Met3 routing:
Drawn at 3 px/um.
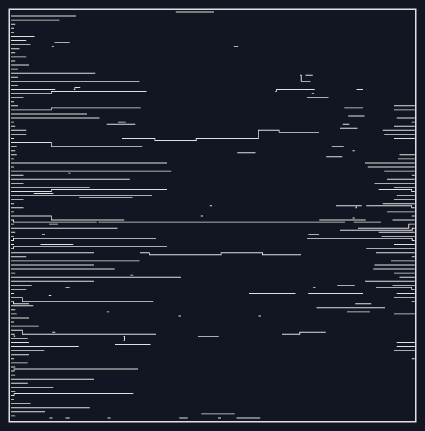
Gate-type map:
Drawn at 2 px/um.
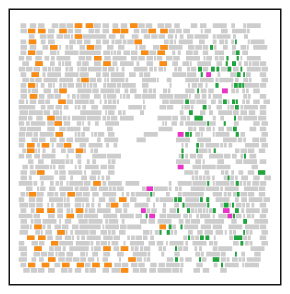
Clock network drawn from the DEF:
Drawn at 3 px/um.
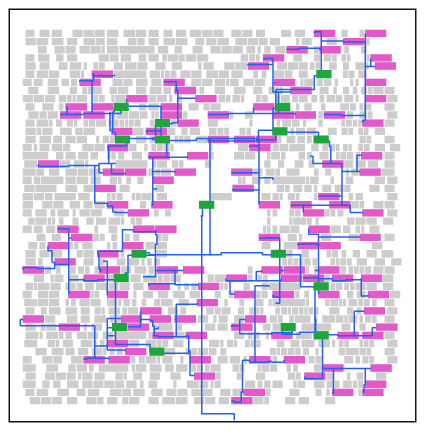
Clock nets:
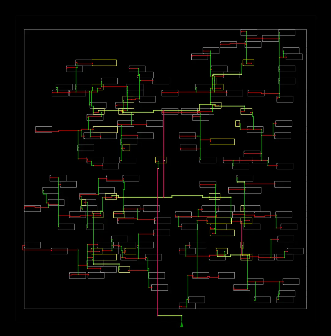
File: src/rtl/fetch_pred_pc_pkg.sv
// Shared encodings and widths for the fetch-stage PC prediction slice.
// Instruction codes follow the Y86-64 numbering used by the rest of the pipeline.
package fetch_pred_pc_pkg;

    localparam int ICODE_W = 4;
    localparam int ADDR_W  = 64;

    localparam logic [ADDR_W-1:0] RESET_PC_DEFAULT = 64'h0;

    typedef enum logic [ICODE_W-1:0] {
        ICODE_HALT   = 4'h0,
        ICODE_NOP    = 4'h1,
        ICODE_RRMOVQ = 4'h2,
        ICODE_IRMOVQ = 4'h3,
        ICODE_RMMOVQ = 4'h4,
        ICODE_MRMOVQ = 4'h5,
        ICODE_OPQ    = 4'h6,
        ICODE_JXX    = 4'h7,
        ICODE_CALL   = 4'h8,
        ICODE_RET    = 4'h9,
        ICODE_PUSHQ  = 4'hA,
        ICODE_POPQ   = 4'hB
    } icode_e;

    // Always-taken policy: jumps and calls go to valC, everything else
    // (including RET and illegal codes) falls through to valP.
    function automatic logic [ADDR_W-1:0] predict_pc(
        input logic [ICODE_W-1:0] icode,
        input logic [ADDR_W-1:0]  val_c,
        input logic [ADDR_W-1:0]  val_p
    );
        if (icode == ICODE_JXX || icode == ICODE_CALL) begin
            return val_c;
        end
        return val_p;
    endfunction

endpackage

File: src/rtl/fetch_pred_pc_if.sv
// Signal bundle between fetch/pipeline-control logic and the PC predictor.
// master drives fetch and stage information; slave is the predictor itself.
interface fetch_pred_pc_if
    import fetch_pred_pc_pkg::*;
#(
    parameter int CNT_W = 32
);
    logic               F_stall_i;
    logic [ICODE_W-1:0] f_icode_i;
    logic [ADDR_W-1:0]  f_valC_i;
    logic [ADDR_W-1:0]  f_valP_i;
    logic [ICODE_W-1:0] M_icode_i;
    logic               M_Cnd_i;
    logic [ICODE_W-1:0] W_icode_i;
    logic               cnt_clr_i;
    logic [ADDR_W-1:0]  F_predPC_o;
    logic [ADDR_W-1:0]  f_predPC_o;
    logic               f_redirect_o;
    logic [CNT_W-1:0]   mispred_cnt_o;
    logic [CNT_W-1:0]   ret_cnt_o;

    modport master (
        output F_stall_i, f_icode_i, f_valC_i, f_valP_i,
               M_icode_i, M_Cnd_i, W_icode_i, cnt_clr_i,
        input  F_predPC_o, f_predPC_o, f_redirect_o,
               mispred_cnt_o, ret_cnt_o
    );

    modport slave (
        input  F_stall_i, f_icode_i, f_valC_i, f_valP_i,
               M_icode_i, M_Cnd_i, W_icode_i, cnt_clr_i,
        output F_predPC_o, f_predPC_o, f_redirect_o,
               mispred_cnt_o, ret_cnt_o
    );

endinterface

File: src/rtl/fetch_pred_pc_sat_counter.sv
// Saturating up-counter with synchronous clear; holds at all-ones instead of wrapping.
module fetch_pred_pc_sat_counter #(
    parameter int W = 32
) (
    input  logic         clk_i,
    input  logic         rst_i,
    input  logic         clr,
    input  logic         inc,
    output logic [W-1:0] count
);

    logic [W-1:0] count_reg;
    logic [W-1:0] count_next;

    always_comb begin
        count_next = count_reg;
        if (clr) begin
            count_next = '0;
        end else if (inc && (count_reg != {W{1'b1}})) begin
            count_next = count_reg + W'(1);
        end
    end

    always_ff @(posedge clk_i) begin
        if (rst_i) begin
            count_reg <= '0;
        end else begin
            count_reg <= count_next;
        end
    end

    assign count = count_reg;

endmodule

File: src/rtl/fetch_pred_pc.sv
// Fetch-stage F register with always-taken next-PC prediction, redirect flag
// and saturating counters for mispredict / RET correction events.
module fetch_pred_pc
    import fetch_pred_pc_pkg::*;
#(
    parameter logic [ADDR_W-1:0] RESET_PC = RESET_PC_DEFAULT,
    parameter int                CNT_W    = 32
) (
    input  logic          clk_i,
    input  logic          rst_i,
    fetch_pred_pc_if.slave bus
);

    localparam int NUM_CNT = 2;

    logic [ADDR_W-1:0] f_predpc_next;
    logic [ADDR_W-1:0] f_predpc_reg;
    logic              mispredict;
    logic              retw;
    logic [NUM_CNT-1:0] cnt_inc;
    logic [CNT_W-1:0]   cnt_val [NUM_CNT];

    assign f_predpc_next = predict_pc(bus.f_icode_i, bus.f_valC_i, bus.f_valP_i);

    always_ff @(posedge clk_i) begin
        if (rst_i) begin
            f_predpc_reg <= RESET_PC;
        end else if (!bus.F_stall_i) begin
            f_predpc_reg <= f_predpc_next;
        end
    end

    assign mispredict = (bus.M_icode_i == ICODE_JXX) && !bus.M_Cnd_i;
    assign retw       = (bus.W_icode_i == ICODE_RET);

    // Index 0 counts M-stage mispredicts, index 1 counts W-stage returns.
    assign cnt_inc = {retw, mispredict};

    generate
        for (genvar gi = 0; gi < NUM_CNT; gi++) begin : g_cnt
            fetch_pred_pc_sat_counter #(
                .W(CNT_W)
            ) u_cnt (
                .clk_i (clk_i),
                .rst_i (rst_i),
                .clr   (bus.cnt_clr_i),
                .inc   (cnt_inc[gi]),
                .count (cnt_val[gi])
            );
        end
    endgenerate

    assign bus.F_predPC_o    = f_predpc_reg;
    assign bus.f_predPC_o    = f_predpc_next;
    assign bus.f_redirect_o  = mispredict | retw;
    assign bus.mispred_cnt_o = cnt_val[0];
    assign bus.ret_cnt_o     = cnt_val[1];

endmodule

File: src/flat_wrapper.sv
// flat-port wrapper written by rule: the top's interface ports become plain ports
module fetch_pred_pc_flat import fetch_pred_pc_pkg::*;
#(
    parameter logic [ADDR_W-1:0] RESET_PC = RESET_PC_DEFAULT,
    parameter int                CNT_W    = 32
)
  (clk_i, rst_i, bus_F_stall_i, bus_f_icode_i, bus_f_valC_i, bus_f_valP_i, bus_M_icode_i, bus_M_Cnd_i, bus_W_icode_i, bus_cnt_clr_i, bus_F_predPC_o, bus_f_predPC_o, bus_f_redirect_o, bus_mispred_cnt_o, bus_ret_cnt_o);
  fetch_pred_pc_if #(.CNT_W(CNT_W)) bus_i ();
  input  logic clk_i;
  input  logic rst_i;
  input wire logic [$bits(bus_i.F_stall_i)-1:0] bus_F_stall_i;
  input wire logic [$bits(bus_i.f_icode_i)-1:0] bus_f_icode_i;
  input wire logic [$bits(bus_i.f_valC_i)-1:0] bus_f_valC_i;
  input wire logic [$bits(bus_i.f_valP_i)-1:0] bus_f_valP_i;
  input wire logic [$bits(bus_i.M_icode_i)-1:0] bus_M_icode_i;
  input wire logic [$bits(bus_i.M_Cnd_i)-1:0] bus_M_Cnd_i;
  input wire logic [$bits(bus_i.W_icode_i)-1:0] bus_W_icode_i;
  input wire logic [$bits(bus_i.cnt_clr_i)-1:0] bus_cnt_clr_i;
  output wire logic [$bits(bus_i.F_predPC_o)-1:0] bus_F_predPC_o;
  output wire logic [$bits(bus_i.f_predPC_o)-1:0] bus_f_predPC_o;
  output wire logic [$bits(bus_i.f_redirect_o)-1:0] bus_f_redirect_o;
  output wire logic [$bits(bus_i.mispred_cnt_o)-1:0] bus_mispred_cnt_o;
  output wire logic [$bits(bus_i.ret_cnt_o)-1:0] bus_ret_cnt_o;
  assign bus_i.F_stall_i = bus_F_stall_i;
  assign bus_i.f_icode_i = bus_f_icode_i;
  assign bus_i.f_valC_i = bus_f_valC_i;
  assign bus_i.f_valP_i = bus_f_valP_i;
  assign bus_i.M_icode_i = bus_M_icode_i;
  assign bus_i.M_Cnd_i = bus_M_Cnd_i;
  assign bus_i.W_icode_i = bus_W_icode_i;
  assign bus_i.cnt_clr_i = bus_cnt_clr_i;
  assign bus_F_predPC_o = bus_i.F_predPC_o;
  assign bus_f_predPC_o = bus_i.f_predPC_o;
  assign bus_f_redirect_o = bus_i.f_redirect_o;
  assign bus_mispred_cnt_o = bus_i.mispred_cnt_o;
  assign bus_ret_cnt_o = bus_i.ret_cnt_o;
  fetch_pred_pc #(.RESET_PC(RESET_PC), .CNT_W(CNT_W)) u_core (.clk_i(clk_i), .rst_i(rst_i), .bus(bus_i));
endmodule
File: config.mk
export PLATFORM = sky130hd
export DESIGN_NAME = fetch_pred_pc_flat
export DESIGN_NICKNAME = d
export VERILOG_FILES = /design/src/rtl/fetch_pred_pc_pkg.sv /design/src/rtl/fetch_pred_pc_if.sv /design/src/rtl/fetch_pred_pc_sat_counter.sv /design/src/rtl/fetch_pred_pc.sv /design/src/flat_wrapper.sv
export SDC_FILE = /design/constraint.sdc
export NUM_CORES = 1
export LEC_CHECK = 0
export CAP_MARGIN = 10
export CORE_AREA = 4 4 131 133
export CTS_BUF_LIST = sky130_fd_sc_hd__clkbuf_8
export CTS_CLUSTER_DIAMETER = 100
export DETAILED_ROUTE_END_ITERATION = 7
export DIE_AREA = 0 0 135 137
export MAX_ROUTING_LAYER = met4
export PLACE_DENSITY_LB_ADDON = 0.12
export SLEW_MARGIN = 15
export SYNTH_ARGS = -nofsm -noshare
export SYNTH_HDL_FRONTEND = slang
export SYNTH_SLANG_ARGS = --single-unit
File: constraint.sdc
create_clock -name clk_i -period 3.33 [get_ports clk_i]
set_clock_uncertainty 0.1 [all_clocks]
set_input_delay 0.666 -clock clk_i [delete_from_list [all_inputs] [get_ports clk_i]]
set_output_delay 0.666 -clock clk_i [all_outputs]
set_load 0.01 [all_outputs]
==> CHANGELOG.md <==
### Changed

- Status: completed
- CTS root buf: clkbuf_8
- Number of synthesized flops with an enable pin: 0
- Signal buf overhead: 0.346
- H-tree depth: 4
- CTS tree: built
- Final Critical Period: 3.27 ns
- Avg Synthesized Cell Area: 8.55 um^2
- Post-DRT Antenna Nets: 0
- Critical-path cell list: clkdlybuf4s50_1, nor4b_4, a31oi_4, buf_4, buf_6, buf_4, mux2_2, dlygate4sd2_1
- DRT Wirelength: 24900 um
- Post-layout nets: 1262
- Logic inverters: 3
- Seq area share: 0.237
- Chip height: 137 um
- Max VDD drop: 251 uV
- Syn_nets: 906
- Diodes inserted: 1
- Vias in the first global route: 6825
- Yosys warns: 0
- R2R depth: 6
- Post-Place Cell Area: 10300 um^2
- Final WS setup: 0.0621 ns
- Initial Util: 0.410
- Max cap viols: 0
- Startpoint Class: input port
- Largest net degree at the start of global routing: 71
- Net switching share of the total power: 0.240
- Filler Cells Inserted: 1315
- RSZ-0062 raised after global routing: no
- Port-buffer cells: 337
- First-pass GRT wire length: 37600 um
- Chip area: 18500 um^2
- P_leak: 4.01 nW
- Total number of vias: 6971
- Max clock buf depth: 2
- TritonRoute pass-1 iters: 5
- Synth Instances: 759
- Global Route Usage Sum: 0.268
- Via density: 5.18
- Bufs w/o clock: 381
- Clock-cell share: 0.0442
- Io pins: 338
- Hold path cells: 2
- Syn Std Cell Area: 6490 um^2
About 'met3 routing':
The longest straight run is 81.9 um. The layer holds 9.9% of the routed length. The wires run mostly horizontal. 188 nets have wire on it. The layer carries 2450 um of wire.

About 'gate-type map':
Key: magenta = non-inverting ao/oa cells [cells 9]; orange = mux cells [cells 65, most used mux2_2]; green = nand cells [cells 78, most used nand2_1, where a column on the right]

About 'clock network drawn from the DEF':
Key: magenta = flip-flops [count 128]; green = clock-net drivers [count 17]; blue = clock wires [length 1670 um]
Position of the flops: widely spread.

About 'clock nets':
worst skew pair latency: 0.43 ns
Clock Buffer Count: 19
TritonCTS Buffers: 17
flop count: 128
clk sinks: 128

[worst max-delay path: cells and delay by family]
family	cells	cell delay [ns]
and+or+nand+nor	1	0.26
muxes	1	0.29
buffers and inverters	5	1.21
AOI/OAI and AO/OA	1	0.07
[cell usage after synthesis, drive strengths merged, types with 2 or more instances]
cell type  number  area share
dfxtp         128        0.40
o211ai          3      0.0042
o31ai           9       0.010
a211oi          6      0.0069
a31o            2      0.0027
nor4            6      0.0068
nand3          19       0.015
a21o            2      0.0023
or4            12       0.014
nor2b          66       0.064
o21ai          29       0.022
inv             2      0.0012
a21oi          44       0.034
nor3           70       0.054
or3            27       0.026
and3            8      0.0077
and4           20       0.027
nor2           93       0.054
xor2            3      0.0041
clkbuf         29       0.017
a31oi           3      0.0039
and2            5      0.0048
mux2           64        0.11
buf            15       0.012
or2             3      0.0029
xnor2          15       0.020
nand4          21       0.022
ha              2      0.0039
o2111ai         3      0.0060
nand2          36       0.021
[power groups by stage]
| stage | logic, mW | registers (mW) | clock network [mW] |
|---|---|---|---|
| 2_1_floorplan | 0.253 | 1.68 | 0 |
| 3_3_place_gp | 0.798 | 1.65 | 0 |
| 3_5_place_dp | 0.795 | 1.65 | 0 |
| 4_1_cts | 0.778 | 1.62 | 1.64 |
| 5_1_grt | 0.829 | 1.62 | 1.71 |
| 6_report | 0.775 | 1.62 | 1.61 |
[what timing repair did]
item | in CTS | in global routing
pin swaps | 2 | 0
gates resized | 67 | 12
buffers inserted | 3 | 1
gates cloned | 2 | 0
setup endpoints to repair | 64 | 19
[kinds of logic after synthesis]
kind of cell / count (synthesis)
buf+inv: 47
flops: 128
xor+xnor: 18
mux: 65
fa+ha+maj: 2
simple gates: 391
compound gates: 108
[path summary, 6_finish.rpt]
path / from / endpoint / slack, ns
max: bus_f_icode_i[3] / bus_f_predPC_o[35] / 0.06
min: u_core.bus.F_predPC_o[5] / u_core.bus.F_predPC_o[5] / 0.41
max reg2reg: u_core.g_cnt[1].u_cnt.count[0] / u_core.g_cnt[1].u_cnt.count[10] / 0.94
min reg2reg: u_core.bus.F_predPC_o[5] / u_core.bus.F_predPC_o[5] / 0.41
[through the flow]
step	hold WS, ns	cells	utilization	setup TNS, ns
6_report	0.406	1345	0.683	0
2_1_floorplan	0.404	759	-	0
3_5_place_dp	0.397	1306	0.649	-15.69
3_3_place_gp	0.387	1306	0.649	-11.50
4_1_cts	0.406	1343	0.681	-0.567
5_1_grt	0.431	1345	0.683	0
[per-layer routing]
layer / track usage / vias to the layer above / share of wire
met4: 0.0918 / 0 / 0.024
met2: 0.428 / 248 / 0.48
met5: - / - / 0
li1: - / 3455 / -
met3: 0.101 / 35 / 0.098
met1: 0.311 / 3233 / 0.39
[cells in the final DEF, fill, tap and decap left out, drive strengths merged, types with 8 or more instances in the layout]
cell type,instances
or3,27
o21ai,29
dlygate4sd2,52
and4,20
buf,45
a21oi,44
nand2,36
clkdlybuf4s50,268
dlymetal6s2s,8
nand4,21
mux2,64
o31ai,9
nor2,93
nor2b,66
xnor2,15
nor3,70
or4,12
clkbuf,19
and3,8
dfxtp,128
nand3,19
No activity file was given, so power comes from the tool's default toggle rates.
